Figure 1. Routed metal, one colour a layer.
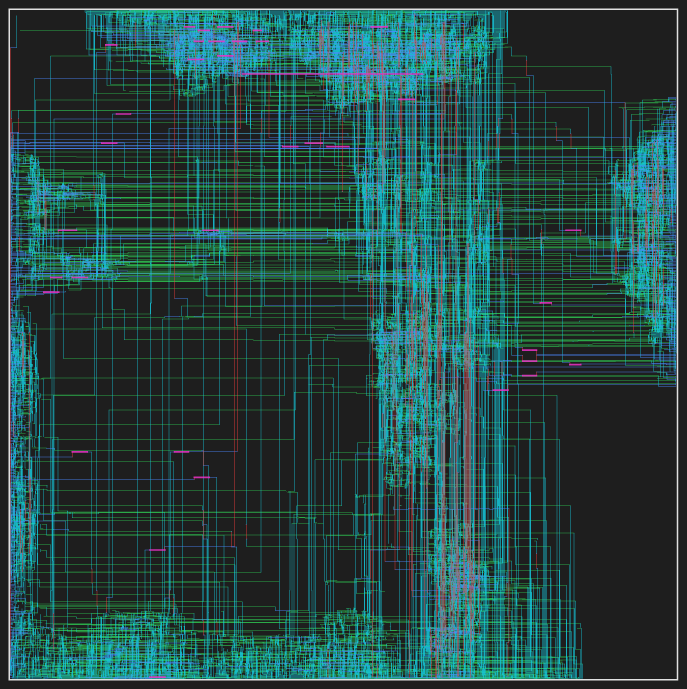
Figure 2. Placement by cell class.
Scale bar: 200 um. Fill, decap, tap and diode cells in grey.
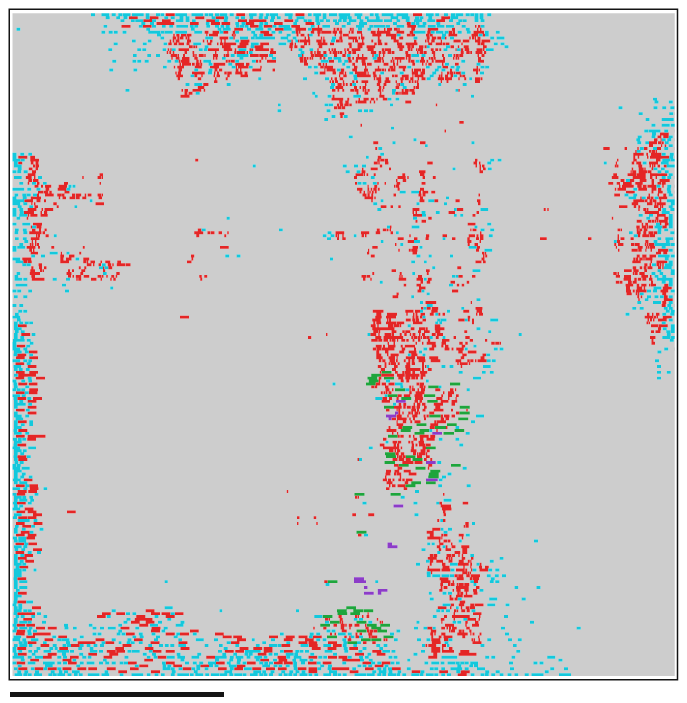
Figure 3. Signal metal coverage by tile.
31 x 31 tiles, from black (low) to pale yellow (high), scaled to the fullest tile. Values are wire area over tile area, all layers added.
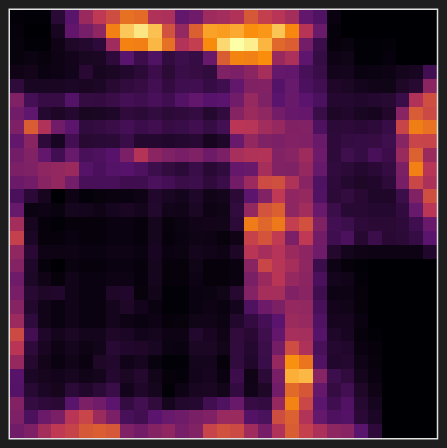
Figure 4. M1 wires.
Supply wires on this layer in grey.
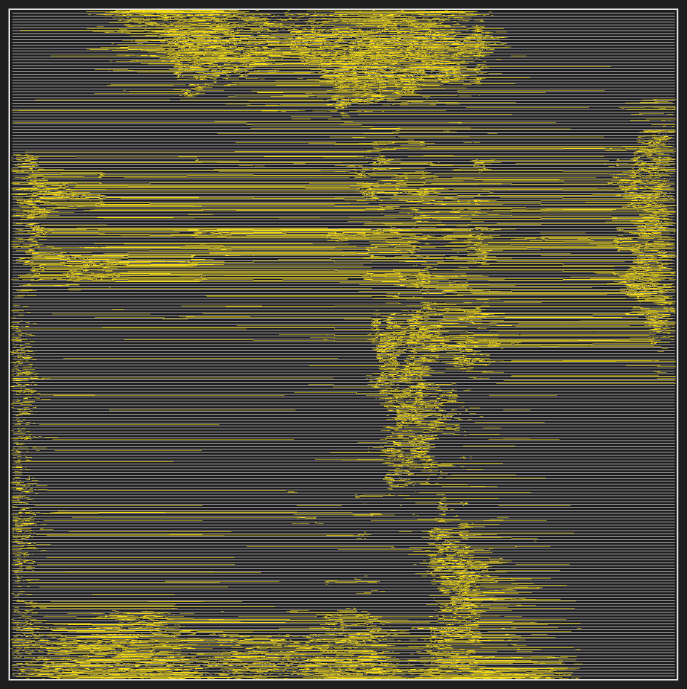
Figure 5. Placed standard cells.
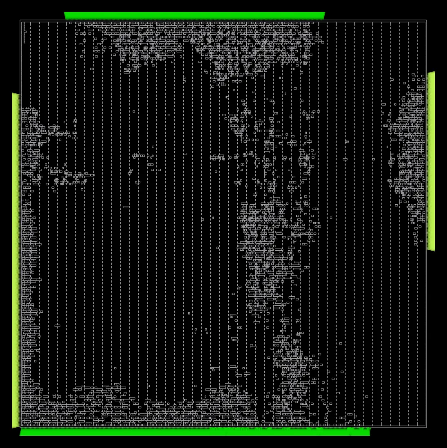
<file path="src/rtl/player_motion_ctrl_if.sv">
// Keypad/tile-map inputs and renderer-facing outputs of the Pac-Man motion controller.
// master = keypad/map owner side, slave = the controller.
interface player_motion_ctrl_if #(
  parameter int TILE    = 20,
  parameter int COLS    = 32,
  parameter int ROWS    = 24,
  parameter int SCORE_W = 12
);
  localparam int XW = $clog2(COLS * TILE);
  localparam int YW = $clog2(ROWS * TILE);
  localparam int NT = ROWS * COLS;
  localparam int IW = $clog2(NT);

  logic          freeze;
  logic          w;
  logic          a;
  logic          s;
  logic          d;
  logic [NT-1:0] tilemap_walls;
  logic [NT-1:0] tilemap_dots;
  logic [XW-1:0] x;
  logic [YW-1:0] y;
  logic [1:0]    player_direction;
  logic          moving;
  logic          eat;
  logic [IW-1:0] eat_idx;
  logic [SCORE_W-1:0] score;

  modport master (
    output freeze, w, a, s, d, tilemap_walls, tilemap_dots,
    input  x, y, player_direction, moving, eat, eat_idx, score
  );

  modport slave (
    input  freeze, w, a, s, d, tilemap_walls, tilemap_dots,
    output x, y, player_direction, moving, eat, eat_idx, score
  );
endinterface

</file>
<file path="src/rtl/player_motion_ctrl.sv">
// Grid-aligned Pac-Man player movement: buffered turns at tile centres, instant
// reversal, optional horizontal tunnel wrap, dot-eat pulses and a saturating score.
module player_motion_ctrl #(
  parameter int TILE      = 20,
  parameter int COLS      = 32,
  parameter int ROWS      = 24,
  parameter int SPEED     = 1,
  parameter int TICK_DIV  = 1,
  parameter int START_COL = 20,
  parameter int START_ROW = 20,
  parameter int WRAP      = 1,
  parameter int SCORE_W   = 12
) (
  input  logic clk,
  input  logic reset,
  player_motion_ctrl_if.slave bus
);
  localparam int XW = $clog2(COLS * TILE);
  localparam int YW = $clog2(ROWS * TILE);
  localparam int NT = ROWS * COLS;
  localparam int IW = $clog2(NT);
  localparam int CW = (COLS > 1) ? $clog2(COLS) : 1;
  localparam int RW = (ROWS > 1) ? $clog2(ROWS) : 1;
  localparam int FW = (TILE > 1) ? $clog2(TILE) : 1;
  localparam int DW = (TICK_DIV > 1) ? $clog2(TICK_DIV) : 1;

  localparam logic [1:0] ST_IDLE    = 2'd0;
  localparam logic [1:0] ST_MOVING  = 2'd1;
  localparam logic [1:0] ST_STOPPED = 2'd2;

  localparam logic [1:0] DIR_UP    = 2'd0;
  localparam logic [1:0] DIR_DOWN  = 2'd1;
  localparam logic [1:0] DIR_LEFT  = 2'd2;
  localparam logic [1:0] DIR_RIGHT = 2'd3;

  logic [1:0]         state_q, state_d;
  logic [1:0]         dir_q, dir_d;
  logic               pend_vld_q, pend_vld_d;
  logic [1:0]         pend_dir_q, pend_dir_d;
  logic [CW-1:0]      col_q, col_d;
  logic [RW-1:0]      row_q, row_d;
  logic [FW-1:0]      fx_q, fx_d;
  logic [FW-1:0]      fy_q, fy_d;
  logic [XW-1:0]      x_q, x_d;
  logic [YW-1:0]      y_q, y_d;
  logic [DW-1:0]      div_q, div_d;
  logic               moved_q, moved_d;
  logic               eat_q, eat_d;
  logic [IW-1:0]      eat_idx_q, eat_idx_d;
  logic [SCORE_W-1:0] score_q, score_d;

  logic          key_vld;
  logic [1:0]    key_dir;
  logic          pv;
  logic [1:0]    pdir;
  logic          step;
  logic          aligned;
  logic          consume;
  logic          do_move;
  logic [IW-1:0] cur_idx;

  // Neighbour of tile (r,c) in direction dir is open: on-map (or wrapped) and no wall.
  function automatic logic nb_open(input logic [1:0] dir, input logic [RW-1:0] r,
                                   input logic [CW-1:0] c, input logic [NT-1:0] walls);
    int   nr;
    int   nc;
    logic ok;
    nr = int'(r);
    nc = int'(c);
    ok = 1'b1;
    case (dir)
      DIR_UP:   if (nr == 0) ok = 1'b0; else nr = nr - 1;
      DIR_DOWN: if (nr == ROWS - 1) ok = 1'b0; else nr = nr + 1;
      DIR_LEFT: begin
        if (nc == 0) begin
          if (WRAP != 0) nc = COLS - 1; else ok = 1'b0;
        end else nc = nc - 1;
      end
      default: begin
        if (nc == COLS - 1) begin
          if (WRAP != 0) nc = 0; else ok = 1'b0;
        end else nc = nc + 1;
      end
    endcase
    if (ok) ok = !walls[IW'(nr * COLS + nc)];
    return ok;
  endfunction

  always_comb begin
    key_vld = !(bus.w && bus.s && bus.a && bus.d);
    if (!bus.w)      key_dir = DIR_UP;
    else if (!bus.s) key_dir = DIR_DOWN;
    else if (!bus.a) key_dir = DIR_LEFT;
    else             key_dir = DIR_RIGHT;
  end

  // A key held on the step clock acts immediately; otherwise the buffered pending applies.
  assign pv      = key_vld || pend_vld_q;
  assign pdir    = key_vld ? key_dir : pend_dir_q;
  assign step    = !bus.freeze && (div_q == DW'(TICK_DIV - 1));
  assign aligned = (fx_q == '0) && (fy_q == '0);
  assign cur_idx = IW'(int'(row_q) * COLS + int'(col_q));

  always_comb begin
    state_d    = state_q;
    dir_d      = dir_q;
    pend_vld_d = pend_vld_q;
    pend_dir_d = pend_dir_q;
    col_d      = col_q;
    row_d      = row_q;
    fx_d       = fx_q;
    fy_d       = fy_q;
    div_d      = div_q;
    moved_d    = moved_q;
    eat_d      = 1'b0;
    eat_idx_d  = eat_idx_q;
    score_d    = score_q;
    consume    = 1'b0;
    do_move    = 1'b0;

    if (!bus.freeze) begin
      div_d   = step ? '0 : div_q + DW'(1);
      moved_d = 1'b0;

      // moved_q marks that the previous step changed position, so a stationary
      // player never re-eats the tile it is sitting on.
      if (moved_q && aligned && bus.tilemap_dots[cur_idx]) begin
        eat_d     = 1'b1;
        eat_idx_d = cur_idx;
        if (score_q != '1) score_d = score_q + SCORE_W'(1);
      end

      if (step) begin
        if (aligned) begin
          if (state_q != ST_IDLE || pv) begin
            if (pv && nb_open(pdir, row_q, col_q, bus.tilemap_walls)) begin
              dir_d   = pdir;
              consume = 1'b1;
              state_d = ST_MOVING;
              do_move = 1'b1;
            end else if (nb_open(dir_q, row_q, col_q, bus.tilemap_walls)) begin
              state_d = ST_MOVING;
              do_move = 1'b1;
            end else begin
              state_d = ST_STOPPED;
            end
          end
        end else begin
          if (pv && pdir == (dir_q ^ 2'b01)) begin
            dir_d   = pdir;
            consume = 1'b1;
          end
          do_move = 1'b1;
        end
      end

      if (consume) begin
        pend_vld_d = 1'b0;
      end else if (key_vld) begin
        pend_vld_d = 1'b1;
        pend_dir_d = key_dir;
      end

      if (do_move) begin
        moved_d = 1'b1;
        case (dir_d)
          DIR_UP: begin
            if (fy_q == '0) begin
              row_d = row_q - RW'(1);
              fy_d  = FW'(TILE - SPEED);
            end else fy_d = fy_q - FW'(SPEED);
          end
          DIR_DOWN: begin
            if (int'(fy_q) + SPEED == TILE) begin
              row_d = row_q + RW'(1);
              fy_d  = '0;
            end else fy_d = fy_q + FW'(SPEED);
          end
          DIR_LEFT: begin
            if (fx_q == '0) begin
              if (col_q == '0) col_d = CW'(COLS - 1);
              else begin
                col_d = col_q - CW'(1);
                fx_d  = FW'(TILE - SPEED);
              end
            end else fx_d = fx_q - FW'(SPEED);
          end
          default: begin
            if (fx_q == '0 && int'(col_q) == COLS - 1) col_d = '0;
            else if (int'(fx_q) + SPEED == TILE) begin
              col_d = col_q + CW'(1);
              fx_d  = '0;
            end else fx_d = fx_q + FW'(SPEED);
          end
        endcase
      end
    end

    x_d = XW'(int'(col_d) * TILE + int'(fx_d));
    y_d = YW'(int'(row_d) * TILE + int'(fy_d));
  end

  always_ff @(posedge clk or negedge reset) begin
    if (!reset) begin
      state_q    <= ST_IDLE;
      dir_q      <= DIR_LEFT;
      pend_vld_q <= 1'b0;
      pend_dir_q <= DIR_UP;
      col_q      <= CW'(START_COL);
      row_q      <= RW'(START_ROW);
      fx_q       <= '0;
      fy_q       <= '0;
      x_q        <= XW'(START_COL * TILE);
      y_q        <= YW'(START_ROW * TILE);
      div_q      <= '0;
      moved_q    <= 1'b0;
      eat_q      <= 1'b0;
      eat_idx_q  <= '0;
      score_q    <= '0;
    end else begin
      state_q    <= state_d;
      dir_q      <= dir_d;
      pend_vld_q <= pend_vld_d;
      pend_dir_q <= pend_dir_d;
      col_q      <= col_d;
      row_q      <= row_d;
      fx_q       <= fx_d;
      fy_q       <= fy_d;
      x_q        <= x_d;
      y_q        <= y_d;
      div_q      <= div_d;
      moved_q    <= moved_d;
      eat_q      <= eat_d;
      eat_idx_q  <= eat_idx_d;
      score_q    <= score_d;
    end
  end

  assign bus.x                = x_q;
  assign bus.y                = y_q;
  assign bus.player_direction = dir_q;
  assign bus.moving           = (state_q == ST_MOVING);
  assign bus.eat              = eat_q;
  assign bus.eat_idx          = eat_idx_q;
  assign bus.score            = score_q;
endmodule

</file>
<file path="src/flat_wrapper.sv">
// flat-port wrapper written by rule: the top's interface ports become plain ports
module player_motion_ctrl_flat 
#(
  parameter int TILE      = 20,
  parameter int COLS      = 32,
  parameter int ROWS      = 24,
  parameter int SPEED     = 1,
  parameter int TICK_DIV  = 1,
  parameter int START_COL = 20,
  parameter int START_ROW = 20,
  parameter int WRAP      = 1,
  parameter int SCORE_W   = 12
)
  (clk, reset, bus_freeze, bus_w, bus_a, bus_s, bus_d, bus_tilemap_walls, bus_tilemap_dots, bus_x, bus_y, bus_player_direction, bus_moving, bus_eat, bus_eat_idx, bus_score);
  player_motion_ctrl_if #(.TILE(TILE), .COLS(COLS), .ROWS(ROWS), .SCORE_W(SCORE_W)) bus_i ();
  input  logic clk;
  input  logic reset;
  input wire logic [$bits(bus_i.freeze)-1:0] bus_freeze;
  input wire logic [$bits(bus_i.w)-1:0] bus_w;
  input wire logic [$bits(bus_i.a)-1:0] bus_a;
  input wire logic [$bits(bus_i.s)-1:0] bus_s;
  input wire logic [$bits(bus_i.d)-1:0] bus_d;
  input wire logic [$bits(bus_i.tilemap_walls)-1:0] bus_tilemap_walls;
  input wire logic [$bits(bus_i.tilemap_dots)-1:0] bus_tilemap_dots;
  output wire logic [$bits(bus_i.x)-1:0] bus_x;
  output wire logic [$bits(bus_i.y)-1:0] bus_y;
  output wire logic [$bits(bus_i.player_direction)-1:0] bus_player_direction;
  output wire logic [$bits(bus_i.moving)-1:0] bus_moving;
  output wire logic [$bits(bus_i.eat)-1:0] bus_eat;
  output wire logic [$bits(bus_i.eat_idx)-1:0] bus_eat_idx;
  output wire logic [$bits(bus_i.score)-1:0] bus_score;
  assign bus_i.freeze = bus_freeze;
  assign bus_i.w = bus_w;
  assign bus_i.a = bus_a;
  assign bus_i.s = bus_s;
  assign bus_i.d = bus_d;
  assign bus_i.tilemap_walls = bus_tilemap_walls;
  assign bus_i.tilemap_dots = bus_tilemap_dots;
  assign bus_x = bus_i.x;
  assign bus_y = bus_i.y;
  assign bus_player_direction = bus_i.player_direction;
  assign bus_moving = bus_i.moving;
  assign bus_eat = bus_i.eat;
  assign bus_eat_idx = bus_i.eat_idx;
  assign bus_score = bus_i.score;
  player_motion_ctrl #(.TILE(TILE), .COLS(COLS), .ROWS(ROWS), .SPEED(SPEED), .TICK_DIV(TICK_DIV), .START_COL(START_COL), .START_ROW(START_ROW), .WRAP(WRAP), .SCORE_W(SCORE_W)) u_core (.clk(clk), .reset(reset), .bus(bus_i));
endmodule
</file>
<file path="config.mk">
export PLATFORM = sky130hd
export DESIGN_NAME = player_motion_ctrl_flat
export DESIGN_NICKNAME = d
export VERILOG_FILES = /design/src/rtl/player_motion_ctrl_if.sv /design/src/rtl/player_motion_ctrl.sv /design/src/flat_wrapper.sv
export SDC_FILE = /design/constraint.sdc
export NUM_CORES = 2
export LEC_CHECK = 0
export CORE_AREA = 2 2 622 624
export DETAILED_ROUTE_END_ITERATION = 6
export DIE_AREA = 0 0 624 626
export SLEW_MARGIN = 20
export SYNTH_ARGS = -nofsm -noshare
export SYNTH_HDL_FRONTEND = slang
export SYNTH_SLANG_ARGS = --single-unit
</file>
<file path="constraint.sdc">
create_clock -name clk -period 23.3 [get_ports clk]
set_input_delay 4.66 -clock clk [delete_from_list [all_inputs] [get_ports clk]]
set_output_delay 4.66 -clock clk [all_outputs]
set_load 0.02 [all_outputs]
</file>
==> flow_metrics.tcl <==
# collected from the flow reports
set metrics [dict create \
    status "complete, but fails checks" \
    failed_checks "design-rule violations" \
    numPortBuffers 1587 \
    power.largest_group "combinational logic" \
    worst_r2r_startpoint "u_core.col_q[1]" \
    ctsResizeCount 0 \
    r2r.worst_path.cells 26 \
    top_cell_area_share_pct 32.5 \
    worstSetupPathDepth 27 \
    worst-endpoint-arrival_ns 15.31 \
    holdCritPathClass "register to register" \
    tritoncts "built" \
    ant_nets 0 \
    drc_errors 2 \
    ys_cells 3235 \
    grt_overflow_total 0 \
    dr.pass1.iters 7 \
    area_leaders "sky130_fd_sc_hd__mux4_2 (32%), sky130_fd_sc_hd__nand2_1 (12%), sky130_fd_sc_hd__nand3_1 (6.1%)" \
    final.period_utilization_pct 64.4 \
    most_frequent_logic_cell_in_the_layout "sky130_fd_sc_hd__clkdlybuf4s50_1" \
    largest_register_ff_count 12 \
    avgSynthCellArea_um2 8.12 \
    post_drt_via_cell_ratio 3.89 \
    floorplan.die.width_um 624 \
    relSlewSlack_pct 14.3 \
    postCtsHoldBufs 0 \
    setup_viol 0 \
    layout-drive-gt1-share_pct 14.7 \
    maxCapViolCount 0 \
    irDropWorstVdd_v 0.000117 \
    common_cells "sky130_fd_sc_hd__nand2_1 (830), sky130_fd_sc_hd__mux4_2 (379), sky130_fd_sc_hd__nand3_1 (318)" \
    synth_area_um2 26300 \
    postSynthCellCount 3235 \
    worstMarginPinSlew_ns 1.29 \
    tns_ns 0 \
    final.min_clock_period_ns 15.01 \
    synth.distinct_cells 108 \
    post-cts-setup-buffer-count 0 \
    comb_power_share_pct 94.3 \
    detailed_place_hpwl_um 295000 \
    cp_top_family "simple AND/OR/NAND/NOR gates" \
    finClkSkew_ns 0.00969 \
    fmax_mhz 66.6 \
    top_area_cell "sky130_fd_sc_hd__mux4_2" \
    internal_power_w 0.00235 \
    sequential_element_share_of_the_synthesized_area_pct 6.43 \
    synthToLayoutAreaGrowth_pct 86.9 \
    timing.reg2reg.setup_slack_ns 11.40 \
    p_leak_nw 16.4 \
    clock.latency.late_pin_ns 0.37 \
    drt_iter0_markers 4801 \
    pwr.group.combinational_w 0.00694 \
    numCtsBuffers 9 \
    htree_num_levels 3 \
    grt_pass1_vias 36372 \
    cp_peak_stage_delay_ns 0.77 \
    worstPathMaxFanout 118 \
    num_io_pins 1588 \
    synth.ff_latch_count 67 \
    initial_core_util_pct 6.84 \
    criticalPathCategory "input port to register" \
    die_y_um 626 \
    grt_antenna_before_repair 202 \
    timing.final.max_slew_violations 0 \
    timing.hold.worst_path_depth 2 \
    net_switching_share_of_the_total_power_pct 68.0 \
    first_pass_grt_wire_length_um 419000 \
    cts-root-buf "sky130_fd_sc_hd__clkbuf_16" \
    sequential_fraction_of_design_power_pct 3.5 \
    path_buffers 6 \
]
-- Figure 1 (at the start) --
- red: metal 4 (wire length 18900 um)
- magenta: metal 5 (wire length 621 um)
- green: metal 1 (wire length 136 mm)
- blue: metal 3 (wire length 30.4 mm)
- cyan: metal 2 (wire length 156 mm)
vias after detailed routing: 38.2k
wire length after detailed routing: 341000 um
all-layer global routing usage: 16.7%
routed len/inst: 34.8 um

-- Figure 2 (at the start) --
- red: combinational and other logic (cells 2837; share of their area 55%)
- green: sequential cells (cells 67; share of their area 4.0%)
- purple: clock drivers and dummy loads (cells 16; share of their area 0.78%)
- cyan: remaining buffers and delay cells (cells 1724; share of their area 40%)
core occupancy in the finished layout: 12.8%
total number of placement rows: 228
total non-filler cell area in the finished layout: 49100 um^2

-- Figure 3 (at the start) --
- fullest tile: 0.75
- nearly empty tiles: 16%
- tiles over half the peak: 9.1%

-- Figure 4 (at the start) --
- main direction: horizontal
- wire length on this layer: 136 mm
- nets with wire on the layer: 5644
GRT met1 Usage: 20.3%

-- Figure 5 (at the start) --
filler cell count in the final layout: 43.8k
area of the core region: 384000 um^2
flop share of the area: 3.46%
number of flip-flops and latches: 67

## cell type report
cell class                      instances  area (um^2)  share of cell area, %
Antenna cell                          108          270                  0.550
Clock buffer                            9          225                  0.459
Clock inverter                          7          105                  0.214
Inverter                               41          159                  0.324
Multi-Input combinational cell       2796        23300                   47.5
Sequential cell                        67         1700                   3.46
Tap cell                             5060         6330                   12.9
Timing Repair Buffer                 1724        17000                   34.6
## kinds of logic after synthesis
group,Yosys count,synth area share [%]
flip-flops,67,6.43
multiplexers,555,39.3
adder cells (fa/ha/maj),45,2.30
AND-OR/OR-AND,628,17.2
buffers and inverters,372,6.80
AND/OR/NAND/NOR,1521,26.4
XOR/XNOR,47,1.60
## worst max-delay path by stage
stage | start | to
2_1_floorplan | bus_a | u_core.bus.x[9]
3_3_place_gp | bus_a | u_core.bus.x[9]
3_5_place_dp | bus_a | u_core.bus.x[9]
4_1_cts | bus_a | u_core.bus.x[9]
5_1_grt | bus_a | u_core.bus.x[9]
6_report | bus_a | u_core.bus.x[9]
## per-layer routing
metal  vias up  part of all wire (%)  global-route usage (%)
li1      15524                     -                       -
met1     18938                    40                    20.3
met2      3024                    46                    26.8
met3       637                   8.9                    4.74
met4        72                   5.5                    8.11
met5         -                  0.18                       0
## stage by stage
stage	utilization (%)	hold WS, ns	setup WS, ns	cell area, um^2	cells
5_1_grt	12.7	0.506	7.95	49000	9751
3_3_place_gp	12.6	0.461	5.56	48500	9686
6_report	12.8	0.476	8.29	49100	9812
2_1_floorplan	-	0.453	11.52	26300	3235
4_1_cts	12.7	0.487	8.35	48800	9704
3_5_place_dp	12.6	0.470	7.97	48500	9688
